===== src/rtl/serial_add_pkg.sv =====
// serial_add_pkg
// Shared definitions for the bit-serial adder.
//   ADD_WIDTH_DEFAULT : default operand/result width in bits
//   state_e           : sequencer states (IDLE waits for operands,
//                       RUN adds one bit per clock, DONE holds the result)
package serial_add_pkg;

  localparam int ADD_WIDTH_DEFAULT = 8;

  typedef enum logic [1:0] {
    IDLE = 2'd0,
    RUN  = 2'd1,
    DONE = 2'd2
  } state_e;

endpackage : serial_add_pkg


===== src/rtl/full_add_cell.sv =====
// full_add_cell
// One-bit combinational full adder, the datapath of the serial adder.
// Ports:
//   a, b : input  addend bits
//   ci   : input  carry in
//   s    : output sum bit
//   co   : output carry out
module full_add_cell (
  input  logic a,
  input  logic b,
  input  logic ci,
  output logic s,
  output logic co
);

  logic halfSum;

  assign halfSum = a ^ b;
  assign s       = halfSum ^ ci;
  assign co      = (a & b) | (halfSum & ci);

endmodule : full_add_cell


===== src/rtl/serial_add_seq.sv =====
// serial_add_seq
// Bit-serial adder: accepts an operand set with a valid/ready handshake,
// adds one bit per clock through a single full-adder cell, then presents
// {cout,sum} = op_a + op_b + cin until the consumer accepts it.
// Ports:
//   clk       : input  clock, rising edge active
//   rst_n     : input  asynchronous active-low reset
//   in_valid  : input  operand set present on op_a/op_b/cin
//   in_ready  : output block can accept an operand set (state IDLE)
//   op_a,op_b : input  WIDTH-bit addends
//   cin       : input  carry into the LSB
//   out_valid : output sum/cout hold a completed result (state DONE)
//   out_ready : input  consumer accepts the result
//   sum       : output WIDTH-bit sum modulo 2^WIDTH
//   cout      : output carry out of bit WIDTH-1
module serial_add_seq
  import serial_add_pkg::*;
#(
  parameter int WIDTH = ADD_WIDTH_DEFAULT
) (
  input  logic             clk,
  input  logic             rst_n,
  input  logic             in_valid,
  output logic             in_ready,
  input  logic [WIDTH-1:0] op_a,
  input  logic [WIDTH-1:0] op_b,
  input  logic             cin,
  output logic             out_valid,
  input  logic             out_ready,
  output logic [WIDTH-1:0] sum,
  output logic             cout
);

  localparam int            CW       = $clog2(WIDTH);
  localparam logic [CW-1:0] LAST_BIT = CW'(WIDTH - 1);

  state_e           state_q, state_d;
  logic [WIDTH-1:0] aShift_q, aShift_d;
  logic [WIDTH-1:0] bShift_q, bShift_d;
  logic [WIDTH-1:0] result_q, result_d;
  logic             carry_q, carry_d;
  logic [CW-1:0]    cnt_q, cnt_d;

  logic cellSum;
  logic cellCarry;

  full_add_cell uCell (
    .a  (aShift_q[0]),
    .b  (bShift_q[0]),
    .ci (carry_q),
    .s  (cellSum),
    .co (cellCarry)
  );

  // State and datapath registers. Reset clears everything so the outputs
  // are defined immediately, without waiting for a clock.
  always_ff @(posedge clk or negedge rst_n) begin
    if (!rst_n) begin
      state_q  <= IDLE;
      aShift_q <= '0;
      bShift_q <= '0;
      result_q <= '0;
      carry_q  <= 1'b0;
      cnt_q    <= '0;
    end else begin
      state_q  <= state_d;
      aShift_q <= aShift_d;
      bShift_q <= bShift_d;
      result_q <= result_d;
      carry_q  <= carry_d;
      cnt_q    <= cnt_d;
    end
  end

  // Next-state logic. Operands are only sampled in IDLE, so the inputs are
  // free to change while a sum is in flight. In RUN each new sum bit enters
  // at the MSB end; after WIDTH shifts bit 0 has reached the LSB. The carry
  // flop doubles as cout once the last bit has been processed.
  always_comb begin
    state_d  = state_q;
    aShift_d = aShift_q;
    bShift_d = bShift_q;
    result_d = result_q;
    carry_d  = carry_q;
    cnt_d    = cnt_q;

    unique case (state_q)
      IDLE: begin
        if (in_valid) begin
          aShift_d = op_a;
          bShift_d = op_b;
          carry_d  = cin;
          result_d = '0;
          cnt_d    = '0;
          state_d  = RUN;
        end
      end
      RUN: begin
        result_d = {cellSum, result_q[WIDTH-1:1]};
        carry_d  = cellCarry;
        aShift_d = aShift_q >> 1;
        bShift_d = bShift_q >> 1;
        if (cnt_q == LAST_BIT) begin
          cnt_d   = '0;
          state_d = DONE;
        end else begin
          cnt_d = cnt_q + CW'(1);
        end
      end
      DONE: begin
        if (out_ready) begin
          state_d = IDLE;
        end
      end
      default: begin
        state_d = IDLE;
      end
    endcase
  end

  assign in_ready  = (state_q == IDLE);
  assign out_valid = (state_q == DONE);
  assign sum       = result_q;
  assign cout      = carry_q;

endmodule : serial_add_seq

===== config.mk =====
export PLATFORM = sky130hd
export DESIGN_NAME = serial_add_seq
export DESIGN_NICKNAME = d
export VERILOG_FILES = /design/src/rtl/serial_add_pkg.sv /design/src/rtl/full_add_cell.sv /design/src/rtl/serial_add_seq.sv
export SDC_FILE = /design/constraint.sdc
export NUM_CORES = 1
export LEC_CHECK = 0
export ABC_AREA = 1
export ABC_CLOCK_PERIOD_IN_PS = 1300
export CAP_MARGIN = 25
export CORE_MARGIN = 2
export CORE_UTILIZATION = 30
export CTS_BUF_LIST = sky130_fd_sc_hd__clkbuf_16
export CTS_CLUSTER_SIZE = 40
export DETAILED_ROUTE_END_ITERATION = 16
export PLACE_DENSITY_LB_ADDON = 0.25
export SETUP_SLACK_MARGIN = 0.2
export SYNTH_ARGS = -nofsm -noshare
export SYNTH_HDL_FRONTEND = slang
export SYNTH_SLANG_ARGS = --single-unit
export TNS_END_PERCENT = 20

===== constraint.sdc =====
create_clock -name clk -period 1.3 [get_ports clk]
set_input_delay 0.26 -clock clk [delete_from_list [all_inputs] [get_ports clk]]
set_output_delay 0.26 -clock clk [all_outputs]
set_load 0.02 [all_outputs]

Figure 1. The metal 3 layer.
Scale: 6 px per um.
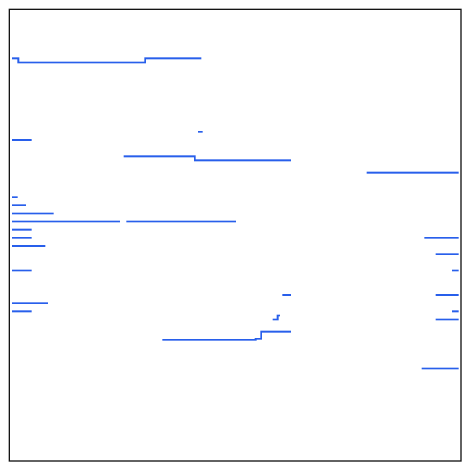
longest straight run: 21.2 um
share of all routed wire: 6.1%
main direction: horizontal
Routed WL: 3.23 mm
via count: 1308

Figure 2. Drive-strength map.
Scale: 4 px per um.
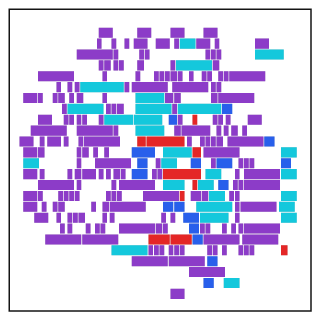
[cyan] _6 and larger | cells: 27 | share: 11%
[red] _2 cells | cells: 10 | share: 4.0%
[blue] _3 and _4 cells | cells: 17 | share: 6.7%
[purple] _0 and _1 cells | cells: 198 | share: 79%

Figure 3. Routing congestion map.
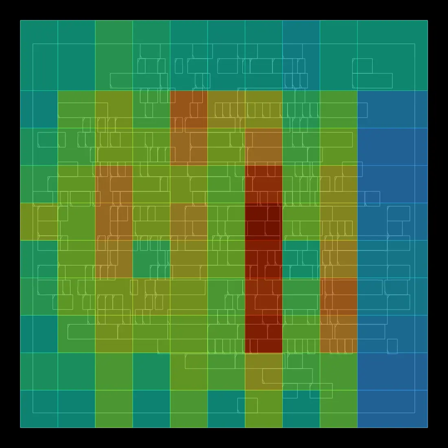
met1 GRT Util: 16.1%
Final Core Density: 48.7%
Tot GR Track Use: 12.3%

Figure 4. Placement by cell class.
Scale: 4 px per um. Fill, decap, tap and diode cells in gray.
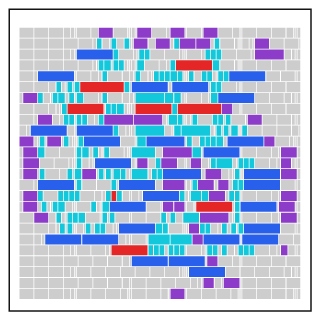
[purple] remaining buffers and delay cells | cells: 51 | share of their area: 24%
[cyan] combinational and other logic | cells: 163 | share of their area: 34%
[red] clock drivers and dummy loads | cells: 8 | share of their area: 8.4%
[blue] sequential cells | cells: 30 | share of their area: 34%
sequential share of cell area: 32.3%
core area: 0.00479 mm2
row count: 25
post-route cell area: 0.00233 mm2

==> results_dict.tcl <==
# yosys + openroad results
set metrics [dict create \
    tritoncts "done" \
    ff2ff_setup_slack_ns 0.07 \
    crit_cells 4 \
    via_per_inst 4.10 \
    h-tree-depth 2 \
    fin_skew_ns 0.00252 \
    area_growth_pct 53.9 \
    p_leak_nw 1.25 \
    place_area_mm2 0.00200 \
    final-hold-violation-count 0 \
    warning_count 29 \
    p_comb_share_pct 45.5 \
    wl_per_cell_um 10.1 \
    grt_pass1_wl_mm 5.17 \
    antenna_found_initial 0 \
    gp_congestion 0.743 \
    nNetsFinal 275 \
    yosysWarnings 0 \
    grt_pass1_vias 1147 \
    top_cell_area_share_pct 49.6 \
    timing.setup.tns_ns -0.00222 \
    yosysTopAreaCell "dfrtp_1" \
    critPathMostFrequentCell "buf_6" \
    place.port_buffers 31 \
    post-route-min-period_ns 1.30 \
    dr.pass1.iters 4 \
    initCoreUtil_pct 31.6 \
    grt_overflow 0 \
    ys.flop_type "dfrtp_1" \
    p_seq_share_pct 28.7 \
    synth_nets 222 \
    cts-root-buf "clkbuf_16" \
    ir_drop_uv 1180 \
    yosysUniqueCellTypes 17 \
    die-width_um 75.0 \
    clk_latency_ns 0.28 \
    cp-endpoint "out_valid" \
    startpoint "state_q[1]" \
    setup_ws_ns -0.00222 \
    power-top-group "combinational cells" \
    ys_seq_share_pct 49.6 \
    clockPowerShare_pct 25.8 \
    end_kind "output pin" \
    outcome "finished, violations left" \
    powerClk_mw 1.49 \
    cp.required_ns 1.04 \
    ys_chip_area_mm2 0.00151 \
    clk_pin_slew_worst_paths_ns 0.05 \
    p_int_mw 3.75 \
    numSynthFlops 30 \
    rsz0062_at_grt "yes" \
    yosysMostFrequentCell "nand2_1" \
    diodes 0 \
    die_height_um 75.0 \
    dp_hpwl_mm 2.11 \
    startpoint_type "register" \
    ys_cells 198 \
    rr_worst_depth 8 \
    p_sw_share_pct 35.2 \
    postCtsHoldBufs 0 \
    synth_area_per_cell_um2 7.65 \
    cp.arrival_ns 1.04 \
    worstPathMaxFanout 3 \
    pg_seq_mw 1.66 \
    criticalPathCategory "reg -> out" \
    drv_slew 0 \
    cts.sinks 30 \
    layout-drive-gt1-share_pct 21.4 \
    cts_buffers 5 \
    worst-slew-pin-transition_ns 0.257 \
    max_stage_delay_ns 0.36 \
    remaining_drc_errors 0 \
    edf_count 0 \
    crit_slowest_cell "dfrtp_1" \
    rr_endpoint "bShift_q[6]" \
    crit_chain "inv_2, buf_6, nor2_4, buf_6" \
    syn_inst 198 \
    synth_area_mm2 0.00151 \
    ios 32 \
    critical_path.top_delay_family "flip-flops" \
    top_cells_by_count "96 x nand2_1, 33 x inv_1, 30 x dfrtp_1, 19 x nand3_1, 3 x buf_6" \
    crit_buf_inv 3 \
    synthArstFlopShare_pct 100 \
    drt_iter0_markers 43 \
    grt_max_degree 31 \
    power.density_mw_per_mm2 2480 \
    clockBufferDepth 2 \
    maxSlewHeadroom_pct 82.8 \
    fmax_ghz 0.768 \
    power_switching_mw 2.03 \
    die_area_mm2 0.00563 \
    drtAntennaViolNets 0 \
    worstHoldPathType "in -> async" \
    p_comb_mw 2.63 \
    setup_viol_count_final 1 \
    cap_violations 0 \
    violations "negative setup slack" \
    rr_startpoint "state_q[1]" \
    synthTopCellsByArea "dfrtp_1 50%, nand2_1 24%, inv_1 8.2%" \
    finalClockPeriodUsage_pct 100 \
]
==> through the flow <==
stage	instances	util, %	hold WS [ns]	setup WS [ns]	power [mW]
final	319	48.7	0.346	-0.00222	5.79
after global routing	319	48.7	0.373	-0.0490	6.21
after CTS	312	46.0	0.354	-0.00314	5.52
after detailed placement	302	41.9	0.461	-0.190	3.98
after global placement	302	41.9	0.457	-0.193	3.94
after floorplan	198	-	-0.0356	0.191	3.11
==> layout make-up <==
type	instances	area [um2]
clock buffers	5	125
clock inverters	3	63.8
fillers	459	2460
inverters	35	134
multi-input cells	128	624
flip-flops and latches	30	753
well taps	67	83.8
repair buffers	51	546
==> timing repair <==
action                     in CTS  in global routing
resized                        57                 19
buffers inserted                2                  6
pin swaps                       1                  9
setup endpoints to repair      39                 38
cloned                          0                  1
==> cell families after synthesis <==
family,count (synthesis),share of synthesized area (%)
AOI/OAI and AO/OA,4,2.23
adders and majority gates,3,2.97
buffers and inverters,41,12.2
DFF,30,49.6
and+or+nand+nor,120,33.0
==> registers in the layout (all words and copies together), names as in the netlist <==
name	count
aShift_q	8
bShift_q	8
cnt_q	3
cout	1
state_q	2
sum	8
==> placed cells by master (no fill, tap or decap), drive strengths merged <==
master	Yosys	routed
buf	6	31
bufinv	0	2
clkbuf	0	5
clkdlybuf4s50	0	20
clkinv	0	1
dfrtp	30	30
fa	1	1
ha	2	2
inv	35	35
nand2	98	99
nand3	19	19
nor2	2	2
o21ai	3	3
o31ai	1	1
or2	1	1
==> worst register-to-register path: cells and delay by family, from the launching register on <==
family	cells	cell delay, ns
buf+inv	4	0.49
simple gates	4	0.28
flops	1	0.39
==> per-layer routing <==
metal	track usage [%]	wire length, um	vias up
met1	16.1	1500	580
met5	0	0	-
met2	18.0	1500	30
met4	4.76	34	0
met3	4.95	196	4
li1	-	-	694
Power and IR drop assume default switching activity.
